`src/rtl/fir_coef_cfg_ctrl_if.sv`:
```
// Config byte stream in, coefficient write port out, plus status strobes.
// Handshake: a byte moves on a rising clk edge where cfg_valid and cfg_ready are both 1;
// the master holds cfg_data stable while cfg_valid is high and cfg_ready is low.
interface fir_coef_cfg_ctrl_if #(
    parameter int NTAPS = 4,
    parameter int CW    = 8
);
    localparam int IW = (NTAPS > 1) ? $clog2(NTAPS) : 1;

    logic          cfg_valid;
    logic [CW-1:0] cfg_data;
    logic          cfg_ready;
    logic          sample_tick;
    logic          coef_we;
    logic [IW-1:0] coef_idx;
    logic [CW-1:0] coef_data;
    logic          bank_swap;
    logic          busy;
    logic          err;

    modport master (
        output cfg_valid, cfg_data, sample_tick,
        input  cfg_ready, coef_we, coef_idx, coef_data, bank_swap, busy, err
    );

    modport slave (
        input  cfg_valid, cfg_data, sample_tick,
        output cfg_ready, coef_we, coef_idx, coef_data, bank_swap, busy, err
    );
endinterface

```
`src/rtl/fir_coef_cfg_ctrl.sv`:
```
// FIR coefficient configuration controller: receives a header + NTAPS coefficients +
// XOR checksum, buffers them in a shadow set, and writes them to the FIR taps only
// after a sample boundary so the taps never change in the middle of a sample.
module fir_coef_cfg_ctrl #(
    parameter int            NTAPS   = 4,
    parameter int            CW      = 8,
    parameter logic [CW-1:0] HDR     = 8'hA5,
    parameter int            TIMEOUT = 255
) (
    input  logic                      clk,
    input  logic                      reset,
    fir_coef_cfg_ctrl_if.slave        cfg_bus,
    output logic [2:0]                o_dbg_state
);
    localparam int IW = (NTAPS > 1) ? $clog2(NTAPS) : 1;
    localparam int TW = $clog2(TIMEOUT + 1);

    typedef enum logic [2:0] {
        S_IDLE      = 3'd0,
        S_LOAD      = 3'd1,
        S_CHECK     = 3'd2,
        S_WAIT_TICK = 3'd3,
        S_WRITE     = 3'd4
    } state_t;

    state_t        r_state, w_nxt_state;
    logic [IW-1:0] r_idx, w_nxt_idx, w_idx_inc;
    logic [CW-1:0] r_chk, w_nxt_chk;
    logic [TW-1:0] r_tmo, w_nxt_tmo;
    logic [CW-1:0] r_shadow [NTAPS];
    logic          r_coef_we, w_nxt_we;
    logic [IW-1:0] r_coef_idx, w_nxt_cidx;
    logic [CW-1:0] r_coef_data, w_nxt_cdata;
    logic          r_bank_swap, w_nxt_swap;
    logic          r_err, w_nxt_err;
    logic          w_ready, w_xfer, w_shadow_we, w_tmo_hit;

    // Ready only in the byte-accepting states, and forced low while reset is held.
    assign w_ready   = ~reset & ((r_state == S_IDLE) | (r_state == S_LOAD) | (r_state == S_CHECK));
    assign w_xfer    = cfg_bus.cfg_valid & w_ready;
    assign w_idx_inc = r_idx + 1'b1;
    // The idle counter reaches TIMEOUT on this cycle if no byte moves.
    assign w_tmo_hit = (r_tmo == TW'(TIMEOUT - 1));

    // Next-state and next-output logic; all registered outputs default to 0.
    always_comb begin
        w_nxt_state = r_state;
        w_nxt_idx   = r_idx;
        w_nxt_chk   = r_chk;
        w_nxt_tmo   = r_tmo;
        w_nxt_we    = 1'b0;
        w_nxt_cidx  = '0;
        w_nxt_cdata = '0;
        w_nxt_swap  = 1'b0;
        w_nxt_err   = 1'b0;
        w_shadow_we = 1'b0;
        case (r_state)
            S_IDLE: begin
                if (w_xfer && cfg_bus.cfg_data == HDR) begin
                    w_nxt_state = S_LOAD;
                    w_nxt_idx   = '0;
                    w_nxt_chk   = '0;
                    w_nxt_tmo   = '0;
                end
            end
            S_LOAD: begin
                if (w_xfer) begin
                    w_shadow_we = 1'b1;
                    w_nxt_chk   = r_chk ^ cfg_bus.cfg_data;
                    w_nxt_tmo   = '0;
                    if (r_idx == IW'(NTAPS - 1)) w_nxt_state = S_CHECK;
                    else                         w_nxt_idx   = w_idx_inc;
                end else if (w_tmo_hit) begin
                    w_nxt_state = S_IDLE;
                    w_nxt_err   = 1'b1;
                end else begin
                    w_nxt_tmo = r_tmo + 1'b1;
                end
            end
            S_CHECK: begin
                if (w_xfer) begin
                    w_nxt_tmo = '0;
                    if (cfg_bus.cfg_data == r_chk) begin
                        w_nxt_state = S_WAIT_TICK;
                    end else begin
                        w_nxt_state = S_IDLE;
                        w_nxt_err   = 1'b1;
                    end
                end else if (w_tmo_hit) begin
                    w_nxt_state = S_IDLE;
                    w_nxt_err   = 1'b1;
                end else begin
                    w_nxt_tmo = r_tmo + 1'b1;
                end
            end
            S_WAIT_TICK: begin
                // First write is issued straight off the tick edge.
                if (cfg_bus.sample_tick) begin
                    w_nxt_state = S_WRITE;
                    w_nxt_idx   = '0;
                    w_nxt_we    = 1'b1;
                    w_nxt_cidx  = '0;
                    w_nxt_cdata = r_shadow[0];
                end
            end
            S_WRITE: begin
                // r_idx is the tap currently on the write port.
                if (r_idx == IW'(NTAPS - 1)) begin
                    w_nxt_state = S_IDLE;
                    w_nxt_swap  = 1'b1;
                end else begin
                    w_nxt_idx   = w_idx_inc;
                    w_nxt_we    = 1'b1;
                    w_nxt_cidx  = w_idx_inc;
                    w_nxt_cdata = r_shadow[w_idx_inc];
                end
            end
            default: w_nxt_state = S_IDLE;
        endcase
    end

    // State, counters, shadow buffer and registered outputs.
    always_ff @(posedge clk or posedge reset) begin
        if (reset) begin
            r_state     <= S_IDLE;
            r_idx       <= '0;
            r_chk       <= '0;
            r_tmo       <= '0;
            r_coef_we   <= 1'b0;
            r_coef_idx  <= '0;
            r_coef_data <= '0;
            r_bank_swap <= 1'b0;
            r_err       <= 1'b0;
            for (int i = 0; i < NTAPS; i++) r_shadow[i] <= '0;
        end else begin
            r_state     <= w_nxt_state;
            r_idx       <= w_nxt_idx;
            r_chk       <= w_nxt_chk;
            r_tmo       <= w_nxt_tmo;
            r_coef_we   <= w_nxt_we;
            r_coef_idx  <= w_nxt_cidx;
            r_coef_data <= w_nxt_cdata;
            r_bank_swap <= w_nxt_swap;
            r_err       <= w_nxt_err;
            if (w_shadow_we) r_shadow[r_idx] <= cfg_bus.cfg_data;
        end
    end

    assign cfg_bus.cfg_ready = w_ready;
    assign cfg_bus.coef_we   = r_coef_we;
    assign cfg_bus.coef_idx  = r_coef_idx;
    assign cfg_bus.coef_data = r_coef_data;
    assign cfg_bus.bank_swap = r_bank_swap;
    assign cfg_bus.err       = r_err;
    assign cfg_bus.busy      = (r_state != S_IDLE);
    assign o_dbg_state       = r_state;
endmodule
```
`src/flat_wrapper.sv`:
```
// flat-port wrapper written by rule: the top's interface ports become plain ports
module fir_coef_cfg_ctrl_flat 
#(
    parameter int            NTAPS   = 4,
    parameter int            CW      = 8,
    parameter logic [CW-1:0] HDR     = 8'hA5,
    parameter int            TIMEOUT = 255
)
  (clk, reset, o_dbg_state, cfg_bus_cfg_valid, cfg_bus_cfg_data, cfg_bus_sample_tick, cfg_bus_cfg_ready, cfg_bus_coef_we, cfg_bus_coef_idx, cfg_bus_coef_data, cfg_bus_bank_swap, cfg_bus_busy, cfg_bus_err);
  fir_coef_cfg_ctrl_if #(.NTAPS(NTAPS), .CW(CW)) cfg_bus_i ();
  input  logic clk;
  input  logic reset;
  output logic [2:0] o_dbg_state;
  input wire logic [$bits(cfg_bus_i.cfg_valid)-1:0] cfg_bus_cfg_valid;
  input wire logic [$bits(cfg_bus_i.cfg_data)-1:0] cfg_bus_cfg_data;
  input wire logic [$bits(cfg_bus_i.sample_tick)-1:0] cfg_bus_sample_tick;
  output wire logic [$bits(cfg_bus_i.cfg_ready)-1:0] cfg_bus_cfg_ready;
  output wire logic [$bits(cfg_bus_i.coef_we)-1:0] cfg_bus_coef_we;
  output wire logic [$bits(cfg_bus_i.coef_idx)-1:0] cfg_bus_coef_idx;
  output wire logic [$bits(cfg_bus_i.coef_data)-1:0] cfg_bus_coef_data;
  output wire logic [$bits(cfg_bus_i.bank_swap)-1:0] cfg_bus_bank_swap;
  output wire logic [$bits(cfg_bus_i.busy)-1:0] cfg_bus_busy;
  output wire logic [$bits(cfg_bus_i.err)-1:0] cfg_bus_err;
  assign cfg_bus_i.cfg_valid = cfg_bus_cfg_valid;
  assign cfg_bus_i.cfg_data = cfg_bus_cfg_data;
  assign cfg_bus_i.sample_tick = cfg_bus_sample_tick;
  assign cfg_bus_cfg_ready = cfg_bus_i.cfg_ready;
  assign cfg_bus_coef_we = cfg_bus_i.coef_we;
  assign cfg_bus_coef_idx = cfg_bus_i.coef_idx;
  assign cfg_bus_coef_data = cfg_bus_i.coef_data;
  assign cfg_bus_bank_swap = cfg_bus_i.bank_swap;
  assign cfg_bus_busy = cfg_bus_i.busy;
  assign cfg_bus_err = cfg_bus_i.err;
  fir_coef_cfg_ctrl #(.NTAPS(NTAPS), .CW(CW), .HDR(HDR), .TIMEOUT(TIMEOUT)) u_core (.clk(clk), .reset(reset), .cfg_bus(cfg_bus_i), .o_dbg_state(o_dbg_state));
endmodule
```
`config.mk`:
```
export PLATFORM = sky130hd
export DESIGN_NAME = fir_coef_cfg_ctrl_flat
export DESIGN_NICKNAME = d
export VERILOG_FILES = /design/src/rtl/fir_coef_cfg_ctrl_if.sv /design/src/rtl/fir_coef_cfg_ctrl.sv /design/src/flat_wrapper.sv
export SDC_FILE = /design/constraint.sdc
export NUM_CORES = 1
export LEC_CHECK = 0
export CORE_MARGIN = 3
export CORE_UTILIZATION = 30
export CTS_CLUSTER_SIZE = 40
export DETAILED_ROUTE_END_ITERATION = 16
export RECOVER_POWER = 50
export SYNTH_ARGS = -nofsm -noshare
export SYNTH_HDL_FRONTEND = slang
export SYNTH_SLANG_ARGS = --single-unit
export TNS_END_PERCENT = 20
```
`constraint.sdc`:
```
create_clock -name clk -period 3.7 [get_ports clk]
set_input_delay 1.11 -clock clk [delete_from_list [all_inputs] [get_ports clk]]
set_output_delay 1.11 -clock clk [all_outputs]
set_load 0.02 [all_outputs]
```
Figure 1. Port wiring.
Drawn at 3 px/um.
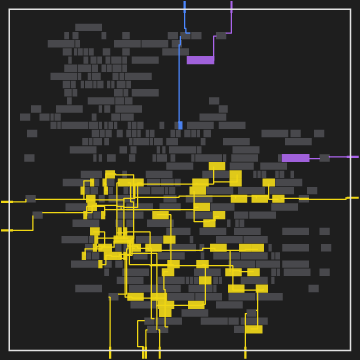
Key: yellow = cfg_bus_cfg_data [bits 8, direction input, edge 5 south, 2 west, 1 east, end cells 58, wire 851 um]; blue = cfg_bus_busy [bits 1, direction output, edge north, end cells 1, wire 39.1 um]; purple = cfg_bus_coef_idx [bits 2, direction output, edge 1 east, 1 north, end cells 2, wire 28.4 um]

Figure 2. Signal wires on met2.
Drawn at 3 px/um.
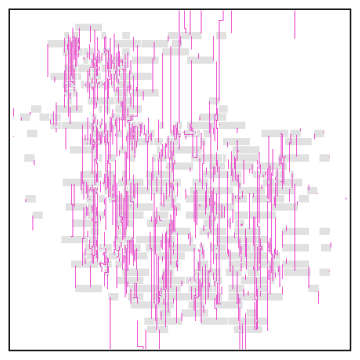
300 nets have wire on it. The layer carries 3530 um of wire. The layer holds 47% of the routed length. The wires run mostly vertical.
Vias: 2432
met2 Use GR: 19.5%
WL final: 7480 um

Figure 3. Clock wiring as the flow saved it.
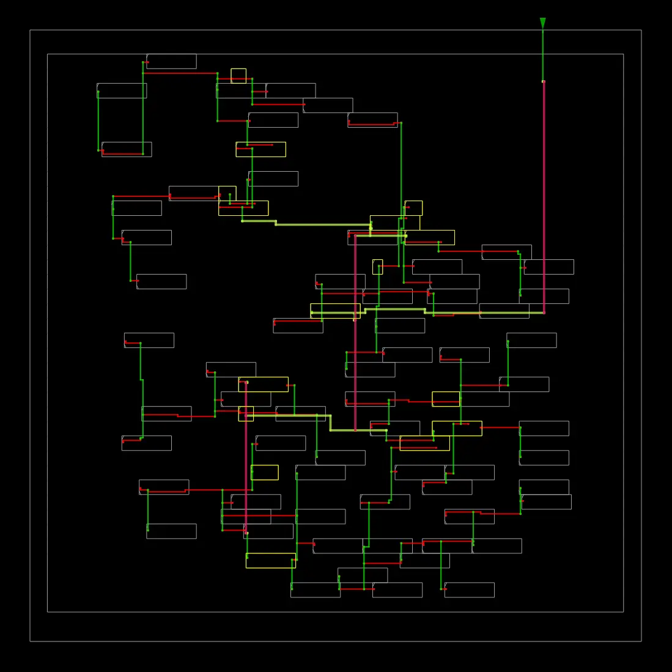
CTS Buf Count: 9
worst clock skew: 0.00808 ns
clk sink count: 66
Clock Buffer Count: 11
Seq cells: 66

Figure 4. Sequential cells colored by netlist name.
Drawn at 3 px/um. Other sequential cells in the stronger gray, the rest of the logic in the fainter gray.
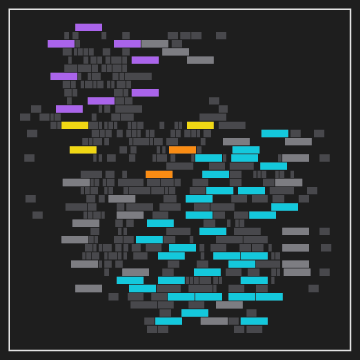
Key: orange = u_core.r_idx [sequential cells 2]; cyan = u_core.r_shadow [sequential cells 32]; purple = u_core.r_tmo [sequential cells 8, where north-west]; yellow = u_core.o_dbg_state [sequential cells 3]
Another 21 sequential cells are not colored.

==> impl_metrics.ini <==
; implementation run metrics
[power_and_ir_drop]
power_frac_comb_pct = 29.0
cellPowerDensity_nw_per_um2 = 623
p_switching_w = 0.000886
swShare_pct = 34.2
clock_power_share_pct = 31.6
worst_ir_drop_vdd_v = 0.000188
p_leak_nw = 1.82
p_int_w = 0.00171
power_w = 0.00259

[sta]
period_minus_slack_ns = 3.42
setup_ws_ns = 0.284
fin_crit_sh_pct = 92.3
rsz0062_at_grt = false
max_slew_margin_pct = 28.9
worstMarginPinSlew_ns = 1.07
setup-violations-final = 0
setup_tns_ns = 0

[final_layout]
comb_area_um2 = 1650
final-seq-area_um2 = 1650
syn2layout_area_growth_pct = 20.6
diodes = 0
nNetsFinal = 351
final_util_pct = 37.7
nFillCells = 1077
drive_gt1_share_pct = 21.0
fin_cells = 478

[clocking]
clockRootBuffer = clkbuf_16
postCtsHoldBufs = 0
postCtsSetupBuffers = 0
tritoncts = built
clk_path_buf_depth = 2
clk_pin_slew_ns = 0.06
h-tree-depth = 3
cts.repair.resized = 0

[yosys]
synthesis.area_um2 = 3450
ys_chip_area_um2 = 3450
ys.flops = 66
syn_avg_cell_area_um2 = 11.4
ys_types = 51
ys_warn_count = 0
async_reset_ff_share_pct = 100
postSynthSeqShare_pct = 47.9
synth_nets = 322
synth_top_cell_by_area = dfrtp_1
enable_flop_cells = 0
synthCells = 304

[global_routing]
grt-ovfl-total = 0
first_global_vias = 2456
grt_max_degree = 29

[drt]
ant_nets = 0
via_per_inst = 5.09
drt-initial-drc-count = 110
drt_first_pass_iters = 4

[placed_design]
dp_hpwl_um = 5140
place_congestion = 0.771
io_buffers = 29
place_ws_ns = 0.272

[min_path]
hold_depth = 2
min_to = u_core.cfg_bus.coef_data[7]
hold_class = reg -> reg
hold_start = u_core.r_shadow[31]

[critical_path]
crit_path_end = cfg_bus_cfg_ready
startpoint = reset
crit_path_start_kind = input port
worst-endpoint-required_ns = 2.59
cp_max_fo = 4
regToRegStartpoint = u_core.r_idx[0]
worstRegToRegCells = 5
cp-end-kind = output port
worst-setup-path-type = in -> out

[die]
die_w_um = 113
die_y_um = 113
rows = 38
chipArea_um2 = 12800

[flow_run]
tool_warnings = 30
cap_violations = 0

[status]
outcome = finished clean
[state kept, by name, indices dropped and copies added, names as in the netlist]
signal	flops
u_core.cfg_bus.bank_swap	1
u_core.cfg_bus.coef_data	8
u_core.cfg_bus.coef_idx	2
u_core.cfg_bus.coef_we	1
u_core.cfg_bus.err	1
u_core.o_dbg_state	3
u_core.r_chk	8
u_core.r_idx	2
u_core.r_shadow	32
u_core.r_tmo	8
[placed cells by master, fill, tap and decap left out, types with 2 or more instances in the layout]
cell / count
a31oi_1: 2
dlygate4sd3_1: 4
or2_2: 2
nor2_1: 19
xnor2_1: 9
nand2b_1: 4
clkdlybuf4s50_1: 25
mux2_4: 16
nand2_8: 2
dfrtp_1: 66
nand2_1: 29
nand4_1: 5
a21oi_1: 7
inv_1: 15
nand2_2: 2
o21ai_0: 30
nor3_1: 3
clkbuf_16: 9
o211ai_1: 2
mux2_2: 16
clkbuf_8: 2
mux4_2: 8
nand3_1: 11
clkinvlp_4: 2
buf_4: 4
ha_1: 6
o31ai_1: 8
[layer usage]
metal | up-vias | wire length (um) | global-route usage [%]
li1 | 1147 | - | -
met4 | 0 | 141 | 5.21
met2 | 67 | 3530 | 19.5
met3 | 10 | 359 | 3.05
met5 | - | 0 | 0
met1 | 1208 | 3460 | 16.6
[power by group through the flow]
stage	Clock (W)	Sequential (W)	Combinational [W]
after global placement	0	0.00103	0.000747
after global routing	0.000877	0.00105	0.000833
after floorplan	0	0.000987	0.000591
after detailed placement	0	0.00103	0.000758
final	0.000819	0.00102	0.000751
after CTS	0.000839	0.00102	0.000762
[cells in the mapped netlist, types with 2 or more instances]
| master | instances |
|---|---|
| mux4_2 | 8 |
| xnor2_1 | 9 |
| nand2_1 | 29 |
| buf_2 | 7 |
| nor3_1 | 3 |
| dfrtp_1 | 66 |
| inv_1 | 15 |
| nand2b_1 | 4 |
| a21oi_1 | 7 |
| nand2_8 | 2 |
| clkbuf_1 | 7 |
| ha_1 | 6 |
| mux2_2 | 16 |
| o211ai_1 | 2 |
| o21ai_0 | 30 |
| nand4_1 | 5 |
| or2_2 | 2 |
| o31ai_1 | 8 |
| mux2_4 | 16 |
| nand3_1 | 11 |
| a31oi_1 | 2 |
| nor2_1 | 19 |
| nand2_2 | 2 |
[metrics by stage]
stage | instance area [um2] | hold slack, ns
after floorplan | 3450 | 0.461
final | 4160 | 0.505
after CTS | 4170 | 0.506
after detailed placement | 3880 | 0.488
after global placement | 3880 | 0.482
after global routing | 4160 | 0.526
[worst max-delay path: stages]
cell and delay [ns]:
clkdlybuf4s50_1 0.45, nor2_1 0.13, clkdlybuf4s50_1 0.62
[logic make-up after synthesis]
| kind of cell | share of synthesized area, % |
|---|---|
| AND-OR/OR-AND | 11.1 |
| buffers and inverters | 4.46 |
| multiplexers | 18.0 |
| adder cells (fa/ha/maj) | 2.18 |
| AND/OR/NAND/NOR | 14.1 |
| XOR/XNOR | 2.28 |
| flip-flops | 47.9 |
[final cells by class]
cell class | instances | share of cell area, %
Clock inverter | 5 | 0.902
Timing Repair Buffer | 35 | 8.27
Tap cell | 140 | 4.21
Clock buffer | 11 | 6.07
Inverter | 15 | 1.35
Sequential cell | 66 | 39.7
Multi-Input combinational cell | 206 | 39.5
